===== src/rtl/pc_pkg.sv =====
// pc_pkg: shared operation encoding for the program-counter / return-stack unit.
// Latency: n/a (types and constants only).
// Backpressure: n/a.
package pc_pkg;

  typedef logic [2:0] op_t;

  localparam op_t OP_INC  = 3'd0;
  localparam op_t OP_JMP  = 3'd1;
  localparam op_t OP_BR   = 3'd2;
  localparam op_t OP_CALL = 3'd3;
  localparam op_t OP_RET  = 3'd4;
  // Encodings 5..7 are reserved and behave as OP_INC.

endpackage


===== src/rtl/ras_stack.sv =====
// ras_stack: return-address LIFO of DEPTH x ADDR_W entries.
// Latency: push/pop take effect on the next rising clk edge; tos/full/empty decode registered state.
// Backpressure: none; a push while full or a pop while empty is silently ignored.
//
// Ports:
//   clk, reset      clock and synchronous active-high reset (clears the count only)
//   push, pop       stack operations (issuing both in one cycle does nothing)
//   wdata           value pushed
//   tos             top entry, 0 when empty
//   depth_cnt       number of valid entries
//   full, empty     depth_cnt == DEPTH / depth_cnt == 0
module ras_stack
  import pc_pkg::*;
#(
  parameter int unsigned ADDR_W = 16,
  parameter int unsigned DEPTH  = 8,
  localparam int unsigned CW    = $clog2(DEPTH + 1)
) (
  input  logic              clk,
  input  logic              reset,
  input  logic              push,
  input  logic              pop,
  input  logic [ADDR_W-1:0] wdata,
  output logic [ADDR_W-1:0] tos,
  output logic [CW-1:0]     depth_cnt,
  output logic              full,
  output logic              empty
);

  localparam int unsigned IW = (DEPTH > 1) ? $clog2(DEPTH) : 1;

  logic [ADDR_W-1:0] mem [DEPTH];
  logic [CW-1:0]     cnt;
  logic [IW-1:0]     wr_idx;
  logic [IW-1:0]     top_idx;
  logic              do_push;
  logic              do_pop;

  assign full      = (cnt == CW'(DEPTH));
  assign empty     = (cnt == '0);
  assign depth_cnt = cnt;

  assign do_push = push && !full && !pop;
  assign do_pop  = pop && !empty && !push;

  // The count is also the index of the next free slot; the top sits one below it.
  assign wr_idx  = IW'(cnt);
  assign top_idx = IW'(cnt - CW'(1));

  assign tos = empty ? '0 : mem[top_idx];

  always_ff @(posedge clk) begin
    if (reset) begin
      cnt <= '0;
    end else if (do_push) begin
      cnt <= cnt + CW'(1);
    end else if (do_pop) begin
      cnt <= cnt - CW'(1);
    end
  end

  // Entries are never cleared; a reset only empties the stack logically.
  always_ff @(posedge clk) begin
    if (!reset && do_push) begin
      mem[wr_idx] <= wdata;
    end
  end

endmodule


===== src/rtl/pc_stack_unit.sv =====
// pc_stack_unit: program counter with INC/JMP/BR/CALL/RET and an internal return-address stack.
// Latency: op sampled at edge N is visible on pc/tos/depth_cnt after edge N; no op->pc comb path.
// Backpressure: stall=1 freezes pc and stack (err_clr still honoured); no ready/valid handshake.
//
// Ports:
//   clk, reset            clock and synchronous active-high reset
//   stall                 hold all PC/stack state, ignore op
//   op, target, offset    operation from the decoder, JMP/CALL destination, BR displacement
//   pc                    registered program counter
//   tos, depth_cnt        return-stack top entry (0 when empty) and occupancy
//   full, empty           return-stack status
//   err_ovf, err_unf      sticky CALL-while-full / RET-while-empty flags
//   err_clr               clears both sticky flags (a same-cycle new error wins)
module pc_stack_unit
  import pc_pkg::*;
#(
  parameter int unsigned       ADDR_W    = 16,
  parameter int unsigned       STEP      = 1,
  parameter int unsigned       DEPTH     = 8,
  parameter logic [ADDR_W-1:0] RESET_VEC = '0,
  localparam int unsigned      CW        = $clog2(DEPTH + 1)
) (
  input  logic              clk,
  input  logic              reset,
  input  logic              stall,
  input  op_t               op,
  input  logic [ADDR_W-1:0] target,
  input  logic [ADDR_W-1:0] offset,
  output logic [ADDR_W-1:0] pc,
  output logic [ADDR_W-1:0] tos,
  output logic [CW-1:0]     depth_cnt,
  output logic              full,
  output logic              empty,
  output logic              err_ovf,
  output logic              err_unf,
  input  logic              err_clr
);

  localparam logic [ADDR_W-1:0] STEP_W = ADDR_W'(STEP);

  logic [ADDR_W-1:0] pc_nxt;
  logic [ADDR_W-1:0] ret_addr;
  logic              push;
  logic              pop;
  logic              set_ovf;
  logic              set_unf;

  assign ret_addr = pc + STEP_W;

  // Failing CALL/RET leave pc where it is and only raise the matching flag.
  // BR adds the raw offset bits: modulo-2^ADDR_W addition of a two's-complement
  // value is the same as a signed add with wrap.
  always_comb begin
    pc_nxt  = pc;
    push    = 1'b0;
    pop     = 1'b0;
    set_ovf = 1'b0;
    set_unf = 1'b0;
    if (!stall) begin
      case (op)
        OP_JMP: pc_nxt = target;
        OP_BR:  pc_nxt = pc + offset;
        OP_CALL: begin
          if (full) begin
            set_ovf = 1'b1;
          end else begin
            push   = 1'b1;
            pc_nxt = target;
          end
        end
        OP_RET: begin
          if (empty) begin
            set_unf = 1'b1;
          end else begin
            pop    = 1'b1;
            pc_nxt = tos;
          end
        end
        default: pc_nxt = ret_addr;
      endcase
    end
  end

  always_ff @(posedge clk) begin
    if (reset) begin
      pc      <= RESET_VEC;
      err_ovf <= 1'b0;
      err_unf <= 1'b0;
    end else begin
      pc      <= pc_nxt;
      err_ovf <= set_ovf | (err_ovf & ~err_clr);
      err_unf <= set_unf | (err_unf & ~err_clr);
    end
  end

  ras_stack #(
    .ADDR_W (ADDR_W),
    .DEPTH  (DEPTH)
  ) u_ras (
    .clk       (clk),
    .reset     (reset),
    .push      (push && !reset),
    .pop       (pop && !reset),
    .wdata     (ret_addr),
    .tos       (tos),
    .depth_cnt (depth_cnt),
    .full      (full),
    .empty     (empty)
  );

endmodule


===== config.mk =====
export PLATFORM = sky130hd
export DESIGN_NAME = pc_stack_unit
export DESIGN_NICKNAME = d
export VERILOG_FILES = /design/src/rtl/pc_pkg.sv /design/src/rtl/ras_stack.sv /design/src/rtl/pc_stack_unit.sv
export SDC_FILE = /design/constraint.sdc
export NUM_CORES = 1
export LEC_CHECK = 0
export ABC_AREA = 1
export CAP_MARGIN = 20
export CORE_UTILIZATION = 45
export CTS_CLUSTER_DIAMETER = 50
export DETAILED_ROUTE_END_ITERATION = 8
export PLACE_DENSITY_LB_ADDON = 0.1
export SYNTH_ARGS = -nofsm -noshare
export SYNTH_HDL_FRONTEND = slang
export SYNTH_SLANG_ARGS = --single-unit

===== constraint.sdc =====
create_clock -name clk -period 3.1 [get_ports clk]
set_input_delay 0.62 -clock clk [delete_from_list [all_inputs] [get_ports clk]]
set_output_delay 0.62 -clock clk [all_outputs]
set_load 0.02 [all_outputs]

**Run 1: sequential cells grouped by signal name**

Scale: 3 px per um. Other sequential cells in the stronger gray, the rest of the logic in the fainter gray.
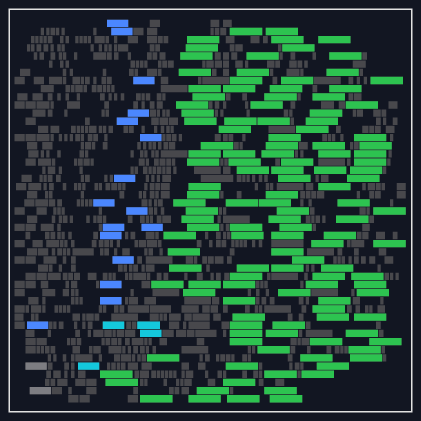
[green] u_ras.mem | placed flops: 128
[blue] pc | placed flops: 16
[cyan] u_ras.depth_cnt | placed flops: 4

**Run 1: power grid**

Scale: 3 px per um. Pins as bars on the die edge.
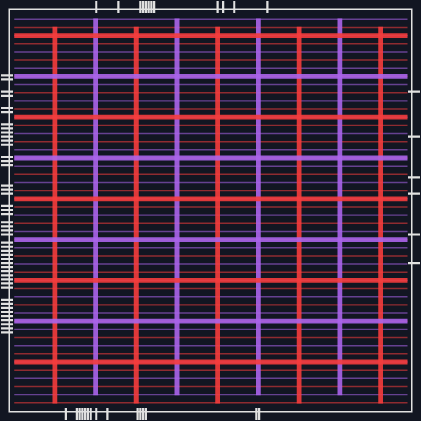
[purple] VDD
[red] VSS
met1 rails: 48
signal pins: 79
met5 straps: 9
met4 straps: 9

**Run 1: clock routing**

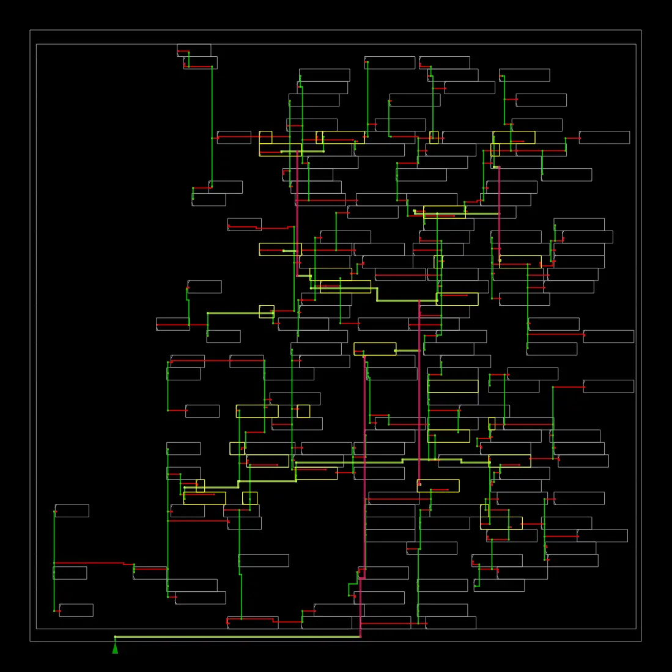
clk sinks: 150
clkbuf count: 17
Flop Count: 150

==> impl_metrics.tcl, run 1 <==
# flow metrics
set metrics [dict create \
    final-setup-viol-count 0 \
    path_class "flop to primary output" \
    worst-r2r-cell-count 9 \
    num_rows 47 \
    final_core_util_pct 56.8 \
    nets 1017 \
    min_period_ps 2950 \
    wire_per_inst_um 18.8 \
    grt_max_degree 70 \
    dieHeight_um 134 \
    cpMostUsedCell "inv_1" \
    post-route-drc-count 0 \
    yosys_warnings 0 \
    leakagePower_nw 3.80 \
    wl_mm 22.4 \
    top_cells_by_count "nand2_1 (157), nor2_1 (148), edfxtp_1 (128), o21ai_0 (78), inv_1 (75)" \
    fin_ws_ps 150 \
    post_cts_buffers 0 \
    clk_latency_ps 420 \
    postSynthAreaPerCell_sq_um 9.01 \
    synth.most_common_cell "nand2_1" \
    fp_util_pct 46.5 \
    routed.top_layer "met4" \
    relSlewSlack_pct 43.5 \
    cts_tree "yes" \
    yosysUniqueCellTypes 43 \
    area_leaders "edfxtp_1 (49%), nand2_1 (7.6%), nor2_1 (7.1%), dfxtp_1 (5.6%), o21ai_0 (5.0%)" \
    crit_path_cell_trace "inv_1, ha_4, nand2_4, nor2_4, inv_1, buf_4, and3_2, dlygate4sd2_1" \
    ys_cells 866 \
    grt.total_usage_pct 26.1 \
    irDropWorstVdd_mv 0.373 \
    grt_pass1_wl_mm 34.9 \
    dieArea_sq_um 17900 \
    yosysTopAreaCell "edfxtp_1" \
    synth_cells 866 \
    numCtsBuffers 17 \
    diodes 0 \
    regToRegSetupSlack_ps 630 \
    gp_congestion 0.938 \
    drive_gt1_share_pct 9.47 \
    first_iter_violations 609 \
    startpoint_type "flop" \
    finalClockPeriodUsage_pct 95.2 \
    finalInstanceArea_sq_um 9520 \
    drv_cap 0 \
    drt.antenna.violating_nets 0 \
    dp.cells 1159 \
    fmax_mhz 339 \
    edf_count 128 \
    met2_wirelength_mm 10.3 \
    instances_no_fill 1191 \
    place_hpwl_mm 15.4 \
    core_sq_um 16800 \
    cp.required_ps 2480 \
    flop_cell "edfxtp_1" \
    final_hold_viol_count 0 \
    boundaryPins 79 \
    synth_flops 150 \
    cts_buffer_depth 2 \
    powerDensity_nw_per_um2 571 \
    rsz0062_at_grt "false" \
    crit_path_end_kind "primary output" \
    cp.arrival_ps 2330 \
    outcome "finished, final reports clean" \
    clkTransAtPathRegs_ps 60 \
    max_stage_delay_ps 310 \
    via_per_inst 5.44 \
    pre_cts_slack_ps 190 \
    syn-cell-area_sq_um 7800 \
    crit_path_top_delay_cell "dfxtp_1" \
    cts-root-buf "clkbuf_16" \
    io_buffer_count 78 \
    yosys.area.top_type_share_pct 49.3 \
    met3_length_mm 1.82 \
    hp-class "flop to flop" \
    via_count 6484 \
    yosys-stat-area_sq_um 7800 \
    power_mw 5.44 \
    syn-num-nets 924 \
]
## run 1: cells in the final DEF, fill, tap and decap left out, types with 16 or more instances in the layout
cell	instances
edfxtp_1	128
buf_4	25
clkbuf_16	18
nand2_1	157
inv_1	75
nand4_1	16
dfxtp_1	21
nand3_1	68
o21ai_0	78
clkdlybuf4s50_1	62
ha_1	17
nor2_1	148
a21oi_1	37
## run 1: per-layer routing
layer  GRT usage (%)  up-vias
met5               0        -
met4            8.78        0
met3            4.22       33
met2            41.6      274
met1            36.2     3028
li1                -     3149
## run 1: metrics by stage
step,setup TNS (ps),hold WS (ps)
2_1_floorplan,-10760,564
3_3_place_gp,0,478
3_5_place_dp,0,492
4_1_cts,0,507
5_1_grt,0,552
6_report,0,501
## run 1: layout make-up
cell class                 count  area [sq um]
fill                        1507          7240
inverter                      79           297
tap                          220           275
sequential                   150          4290
multi-input combinational    602          3050
clock buffer                  17           425
timing repair buffer         109          1050
clock inverter                14           134
## run 1: cells by family (layout without fill, tap and decap cells)
logic type / Yosys count / after routing / synth area share (%)
compound gates: 149 / 149 / 10.9
xor+xnor: 11 / 11 / 1.43
fa+ha+maj: 19 / 19 / 3.14
buf+inv: 114 / 219 / 6.34
flops: 150 / 150 / 54.9
simple gates: 423 / 423 / 23.3
## run 1: worst max-delay path: cells and delay by family, from the launching register on
family	cells	cell delay, ps
adders and majority gates	1	210
DFF	1	310
buffers and inverters	4	920
and+or+nand+nor	3	460
## run 1: path summary, 6_finish.rpt
check	startpoint	endpoint
hold / removal	err_ovf$_SDFF_PP0_	err_ovf$_SDFF_PP0_
setup / recovery	u_ras.depth_cnt[1]$_SDFFE_PP0P_	tos[12]
setup reg to reg	pc[1]$_SDFFE_PP0P_	pc[6]$_SDFFE_PP0P_
hold reg to reg	err_ovf$_SDFF_PP0_	err_ovf$_SDFF_PP0_
## run 1: registers in the layout, summed over array words and instances (netlist names)
signal / flops
err_ovf: 1
u_ras.mem: 128
u_ras.depth_cnt: 4
pc: 16
err_unf: 1
## run 1: power by group
group	switching [mW]	leakage [nW]	internal [mW]	total (mW)
clock	0.790	0.274	1.17	1.96
sequential	0.0419	1.35	2.23	2.28
combinational	0.751	2.18	0.447	1.20
total	1.58	3.80	3.85	5.44
## run 1: repair_timing
| action | in CTS | in global routing |
|---|---|---|
| hold buffers | 0 | 0 |
| gates resized | 17 | 8 |
| hold endpoints to repair | 0 | 0 |
| setup endpoints to repair | 16 | 10 |
| gates cloned | 0 | 1 |
==> inputs of run 2 (changes only) <==
--- a/config.mk
+++ b/config.mk
@@ -10,7 +10,8 @@
 export CORE_UTILIZATION = 45
 export CTS_CLUSTER_DIAMETER = 50
 export DETAILED_ROUTE_END_ITERATION = 8
-export PLACE_DENSITY_LB_ADDON = 0.1
+export DONT_BUFFER_PORTS = 1
+export PLACE_DENSITY = 0.71
 export SYNTH_ARGS = -nofsm -noshare
 export SYNTH_HDL_FRONTEND = slang
 export SYNTH_SLANG_ARGS = --single-unit
==> run 2 against run 1 <==
Effect of this change: non-clock buffer count is 79 lower; hold slack worse by 240 ps; sequential share of layout area is 4.3 points higher; clock-buffer cell count stayed put; worst setup slack worse by 30 ps; synthesized cell count stayed put; register-to-register slack better by 80 ps; critical path depth stayed put; cell count is 6.5% lower; largest cell class unchanged.
==> impl_metrics.tcl, run 2 <==
# flow metrics
set metrics [dict create \
    outcome "finished, final reports clean" \
    crit_path_top_delay_cell "ha_1" \
    via_per_inst 5.48 \
    via_count 6100 \
    syn-cell-area_sq_um 7800 \
    yosys.area.top_type_share_pct 49.3 \
    startpoint_type "flop" \
    top_cells_by_count "nand2_1 (157), nor2_1 (148), edfxtp_1 (128), o21ai_0 (78), inv_1 (75)" \
    post-route-drc-count 0 \
    final_hold_viol_count 0 \
    rsz0062_at_grt "false" \
    drive_gt1_share_pct 10.1 \
    drv_cap 0 \
    grt.total_usage_pct 23.8 \
    yosys-stat-area_sq_um 7800 \
    io_buffer_count 0 \
    area_leaders "edfxtp_1 (49%), nand2_1 (7.6%), nor2_1 (7.1%), dfxtp_1 (5.6%), o21ai_0 (5.0%)" \
    wl_mm 20.4 \
    path_delay_family "buffers and inverters" \
    postSynthAreaPerCell_sq_um 9.01 \
    hold_ws_ps 261 \
    cpMostUsedCell "buf_4" \
    fp_util_pct 46.5 \
    flop_cell "edfxtp_1" \
    grt_max_degree 70 \
    crit_path_cell_trace "inv_1, ha_1, nand2_4, nor2_4, clkinvlp_4, buf_4, and3_1, buf_4" \
    clkTransAtPathRegs_ps 60 \
    fmax_mhz 336 \
    max_stage_delay_ps 340 \
    power.net_switching_mw 1.59 \
    grt_pass1_wl_mm 31.4 \
    regMostFlops "u_ras.mem" \
    finalInstanceArea_sq_um 8690 \
    cp.arrival_ps 2360 \
    fin_ws_ps 120 \
    ctsHoldBuffers 0 \
    intPower_mw 3.57 \
    cts-root-buf "clkbuf_16" \
    drt.antenna.violating_nets 0 \
    syn-num-nets 924 \
    final-setup-viol-count 0 \
    edf_count 128 \
    cts_tree "yes" \
    diodes 0 \
    yosysUniqueCellTypes 43 \
    combPwrFrac_pct 18.9 \
    regToRegSetupSlack_ps 710 \
    swShare_pct 30.8 \
    synth.most_common_cell "nand2_1" \
    finalClockPeriodUsage_pct 96.1 \
    dp.cells 1078 \
    yosysTopAreaCell "edfxtp_1" \
    synth_cells 866 \
    pre_cts_slack_ps 442 \
    ys_cells 866 \
    place_hpwl_mm 13.8 \
    tns_ps 0 \
    first_pass_iters 5 \
    cts_sinks 150 \
    gp_congestion 0.956 \
    core_sq_um 16800 \
    dieHeight_um 134 \
    num_rows 47 \
    pwr-share-seq_pct 44.4 \
    cp.required_ps 2480 \
    path_class "flop to primary output" \
    p_clk_share_pct 36.7 \
    irDropWorstVdd_mv 0.446 \
    boundaryPins 79 \
    cts_buffer_depth 2 \
    synth_flops 150 \
    layout_top_cell "nand2_1" \
    relSlewSlack_pct 48.2 \
    crit_path_end_kind "primary output" \
    hp-class "primary input to flop" \
    yosys_warnings 0 \
    powerDensity_nw_per_um2 594 \
    dieArea_sq_um 17900 \
    instances_no_fill 1113 \
    crit_buf_inv 4 \
    leakagePower_nw 3.41 \
    largest_reg_flops 128 \
    wire_per_inst_um 18.4 \
    antenna_found_initial 0 \
    min_period_ps 2980 \
]
run 2: layer usage:
metal | track usage, % | vias up | wire (um) | part of all wire [%]
met5 | 0 | - | 0 | 0
met4 | 5.30 | 0 | 236 | 1.2
met3 | 4.79 | 23 | 1960 | 9.6
met2 | 37.9 | 267 | 9530 | 47
met1 | 33.4 | 2824 | 8710 | 43
li1 | - | 2986 | - | -
run 2: final cells by class:
type	count	area [sq um]
Fill cell	1523	8070
Sequential cell	150	4290
Tap cell	220	275
Clock inverter	15	120
Timing Repair Buffer	30	241
Multi-Input combinational cell	602	3040
Inverter	79	300
Clock buffer	17	425
run 2: final timing paths:
check / start / end / cells past startpoint
setup / recovery: u_ras.depth_cnt[1]$_SDFFE_PP0P_ / tos[9] / 8
hold / removal: reset / pc[11]$_SDFFE_PP0P_ / 1
setup reg to reg: pc[1]$_SDFFE_PP0P_ / pc[6]$_SDFFE_PP0P_ / 9
hold reg to reg: err_ovf$_SDFF_PP0_ / err_ovf$_SDFF_PP0_ / 2
run 2: power by group through the flow:
stage	Combinational, mW	Clock [mW]	Sequential (mW)
final	0.976	1.89	2.29
after global routing	1.08	1.99	2.29
after CTS	0.971	1.91	2.29
after detailed placement	0.948	0	2.33
after global placement	0.932	0	2.33
after floorplan	0.690	0	2.33
run 2: through the flow:
| step | power, mW | utilization, % |
|---|---|---|
| after CTS | 5.17 | 51.8 |
| final | 5.16 | 51.8 |
| after floorplan | 3.02 | - |
| after detailed placement | 3.28 | 48.4 |
| after global routing | 5.36 | 51.8 |
| after global placement | 3.27 | 48.4 |
run 2: cell families (layout without fill, tap and decap cells):
group	after synthesis	after routing	synth area share (%)
compound gates	149	149	10.9
xor+xnor	11	11	1.43
fa+ha+maj	19	19	3.14
buf+inv	114	141	6.34
flops	150	150	54.9
simple gates	423	423	23.3
run 2: what timing repair did:
action                     4_1_cts  5_1_grt
gates resized                    1        1
setup buffers                    3        0
setup endpoints to repair        1        1
**Run 2: clock routing**

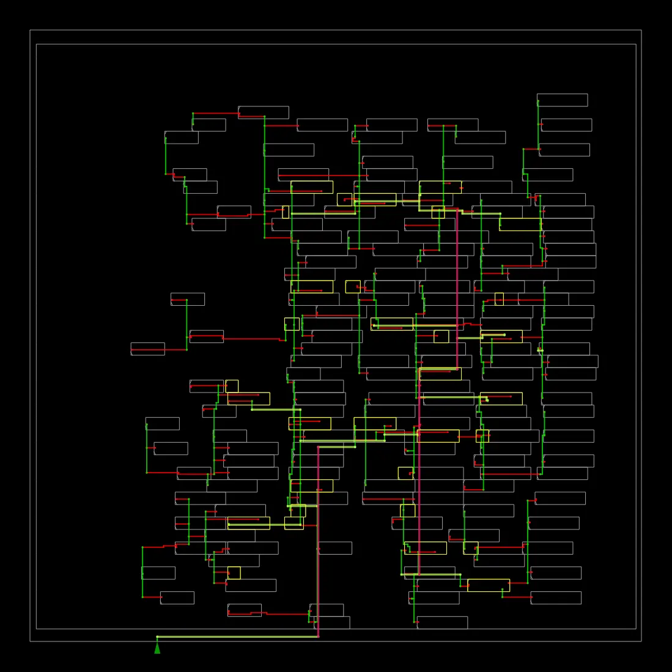
Clk. pwr: 1.89 mW
Inserted Clock Buffers: 17
clk_skew: 11.6 ps
clk_lat worst skew: 430 ps

==> inputs of run 3 (changes only) <==
--- a/config.mk
+++ b/config.mk
@@ -7,6 +7,7 @@
 export LEC_CHECK = 0
 export ABC_AREA = 1
 export CAP_MARGIN = 20
+export CORE_MARGIN = 3
 export CORE_UTILIZATION = 45
 export CTS_CLUSTER_DIAMETER = 50
 export DETAILED_ROUTE_END_ITERATION = 8
@@ -14,4 +15,5 @@
 export PLACE_DENSITY = 0.71
 export SYNTH_ARGS = -nofsm -noshare
 export SYNTH_HDL_FRONTEND = slang
+export SYNTH_HIERARCHICAL = 1
 export SYNTH_SLANG_ARGS = --single-unit
==> constraint.sdc (replaced) <==
create_clock -name clk -period 2.7 [get_ports clk]
set_input_delay 0.54 -clock clk [delete_from_list [all_inputs] [get_ports clk]]
set_output_delay 0.54 -clock clk [all_outputs]
set_load 0.02 [all_outputs]
**Run 3: sequential cells grouped by signal name**

Scale: 3 px per um. Other sequential cells in the stronger gray, the rest of the logic in the fainter gray.
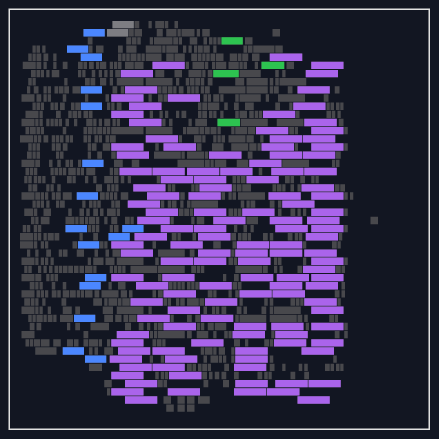
[green] u_ras/depth_cnt | placed flops: 4 | where: north
[blue] pc | placed flops: 16
[purple] u_ras/mem | placed flops: 128
not colored: 2

==> run 3 against run 2 <==
Effect of this change: combinational power down 45%; wire length up 2.6%; worst setup slack worse by 54 ps; first-iteration DRC count down 16%; global-route usage down 2.2 points; critical endpoint is now tos[1]; clock power up 29%; sequential share of layout area down 2.7 points; register-to-register slack worse by 450 ps.
==> impl_metrics.tcl, run 3 <==
# flow metrics
set metrics [dict create \
    comb_area_sq_um 3280 \
    layout_top_cell "nand2_1" \
    largest_reg_flops 128 \
    crit_buf_inv 4 \
    post_cts_buffers 0 \
    yosysUniqueCellTypes 50 \
    top_cells_by_count "nand2_1 (203), nor2_1 (191), edfxtp_1 (128), inv_1 (76), nand3_1 (56)" \
    nets 1007 \
    gp_congestion 0.908 \
    first_pass_iters 6 \
    worst-r2r-cell-count 11 \
    area_leaders "edfxtp_1 (48%), nand2_1 (9.5%), nor2_1 (8.9%), dfxtp_1 (5.5%), inv_1 (3.6%)" \
    cts_sinks 150 \
    clkTransAtPathRegs_ps 60 \
    r2r-end "u_ras/mem[0][8]$_DFFE_PP_" \
    max_stage_delay_ps 380 \
    crit_path_cell_trace "inv_6, ha_4, inv_2, buf_12, nor2_1, o21ai_0, nand3_1, nand2_1, nor2_2, buf_4" \
    post-route-drc-count 0 \
    antenna_found_initial 0 \
    powerDensity_nw_per_um2 608 \
    wire_per_inst_um 17.7 \
    syn-num-nets 982 \
    irDropWorstVdd_mv 0.429 \
    final-setup-viol-count 0 \
    yosys_warnings 6 \
    synth_cells 924 \
    cts_tree "yes" \
    skew_ps 11.0 \
    cp.required_ps 2160 \
    leakagePower_nw 3.77 \
    final_layout_top_logic_cells "nand2_1 (202), nor2_1 (178), edfxtp_1 (128), inv_1 (73), nand3_1 (56)" \
    yosys.area.top_type_share_pct 47.9 \
    dieArea_sq_um 19500 \
    clk_latency_ps 410 \
    path_delay_family "simple AND/OR/NAND/NOR gates" \
    regToRegSetupSlack_ps 260 \
    cts_buffer_depth 2 \
    boundaryPins 79 \
    flop_area_sq_um 4290 \
    synth_flops 150 \
    wl_mm 21.0 \
    ys_cells 924 \
    relSlewSlack_pct 44.7 \
    io_buffer_count 0 \
    grt_pass1_wl_mm 33.0 \
    num_rows 48 \
    timing.rr.start "u_ras/depth_cnt[0]$_SDFFE_PP0P_" \
    yosys-stat-area_sq_um 8020 \
    crit_cells 10 \
    final_core_util_pct 53.1 \
    outcome "finished, final reports clean" \
    diodes 0 \
    fp_util_pct 46.2 \
    dieHeight_um 140 \
    finalClockPeriodUsage_pct 97.6 \
    nFillCells 1505 \
]
==> run 3: timing repair <==
action / in CTS / in global routing
setup endpoints to repair: 5 / 29
resized: 6 / 8
hold buffers: 0 / 0
gates cloned: 0 / 0
==> run 3: through the flow <==
| stage | hold slack, ps | setup slack [ps] | power [mW] | cell area (sq um) | TNS, ps |
|---|---|---|---|---|---|
| 2_1_floorplan | 561 | -28.7 | 3.03 | 8140 | -1060 |
| 3_3_place_gp | 603 | 242 | 3.18 | 8530 | 0 |
| 3_5_place_dp | 595 | 142 | 3.19 | 8530 | 0 |
| 4_1_cts | 180 | 11.9 | 5.62 | 9180 | 0 |
| 5_1_grt | 182 | -4.45 | 5.81 | 9210 | -4.45 |
| 6_report | 203 | 65.3 | 5.60 | 9210 | 0 |
==> run 3: per-layer routing <==
metal | global-route usage, % | up-vias | part of all wire (%)
met1 | 29.7 | 3039 | 42
met5 | 0 | - | 0
met3 | 4.09 | 20 | 8.8
li1 | - | 3139 | -
met2 | 34.6 | 336 | 48
met4 | 6.85 | 0 | 1.7
==> run 3: worst min path at each step <==
stage,start,end,slack (ps),depth (start not counted)
floorplan,err_unf$_SDFF_PP0_,err_unf$_SDFF_PP0_,560,2
global placement,err_unf$_SDFF_PP0_,err_unf$_SDFF_PP0_,600,2
detailed placement,err_unf$_SDFF_PP0_,err_unf$_SDFF_PP0_,590,2
CTS,reset,u_ras/depth_cnt[0]$_SDFFE_PP0P_,180,1
global route,reset,pc[3]$_SDFFE_PP0P_,180,1
finish,reset,u_ras/depth_cnt[0]$_SDFFE_PP0P_,200,1
==> run 3: cell families (layout without fill, tap and decap cells) <==
| family | count (synthesis) | after routing | share of synthesized area (%) |
|---|---|---|---|
| buffers and inverters | 125 | 163 | 7.33 |
| AND-OR/OR-AND | 124 | 124 | 8.66 |
| flip-flops | 150 | 150 | 53.4 |
| adder cells (fa/ha/maj) | 19 | 19 | 3.06 |
| XOR/XNOR | 9 | 9 | 0.983 |
| AND/OR/NAND/NOR | 497 | 497 | 26.6 |
==> run 3: where the power goes <==
group	switching [mW]	internal, mW
registers	0.0631	2.55
logic	0.367	0.174
clock network	0.889	1.55
total	1.32	4.28
==> run 3: layout make-up <==
type	count	share of cell area, %
clock inverter	7	0.815
inverter	91	3.87
multi-input combinational	649	35.6
clock buffer	25	6.10
sequential	150	46.6
tap	225	3.06
timing repair buffer	40	3.94

## Gallery

Cell area per tile.
Plate I
Scale: 3 px per um. 14 x 14 tiles, from black (low) to pale yellow (high), 0 to 100% covered.
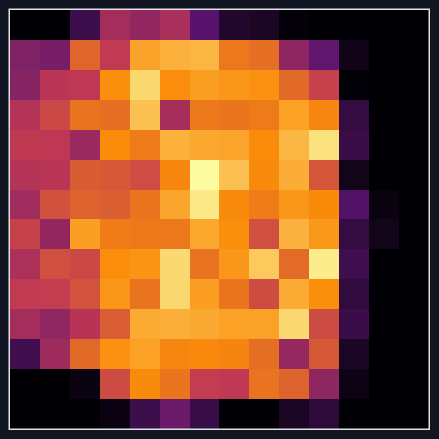
Plate II
Scale: 3 px per um. 13 x 13 tiles, from black (low) to pale yellow (high), 0 to 100% covered.
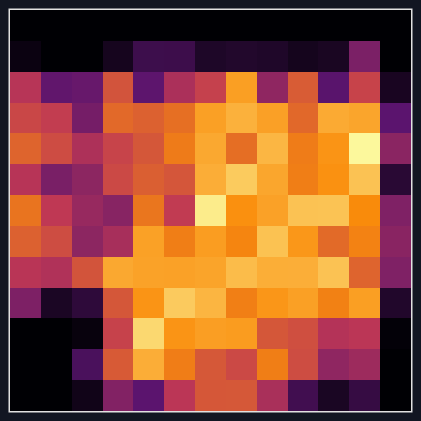
Plate III
Scale: 3 px per um. 13 x 13 tiles, from black (low) to pale yellow (high), 0 to 100% covered.
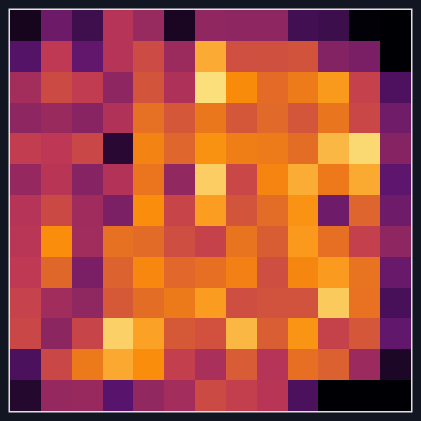
For run 2, see Plate II.
For run 3, see Plate I.
For run 1, see Plate III.

Power and IR drop assume default switching activity.
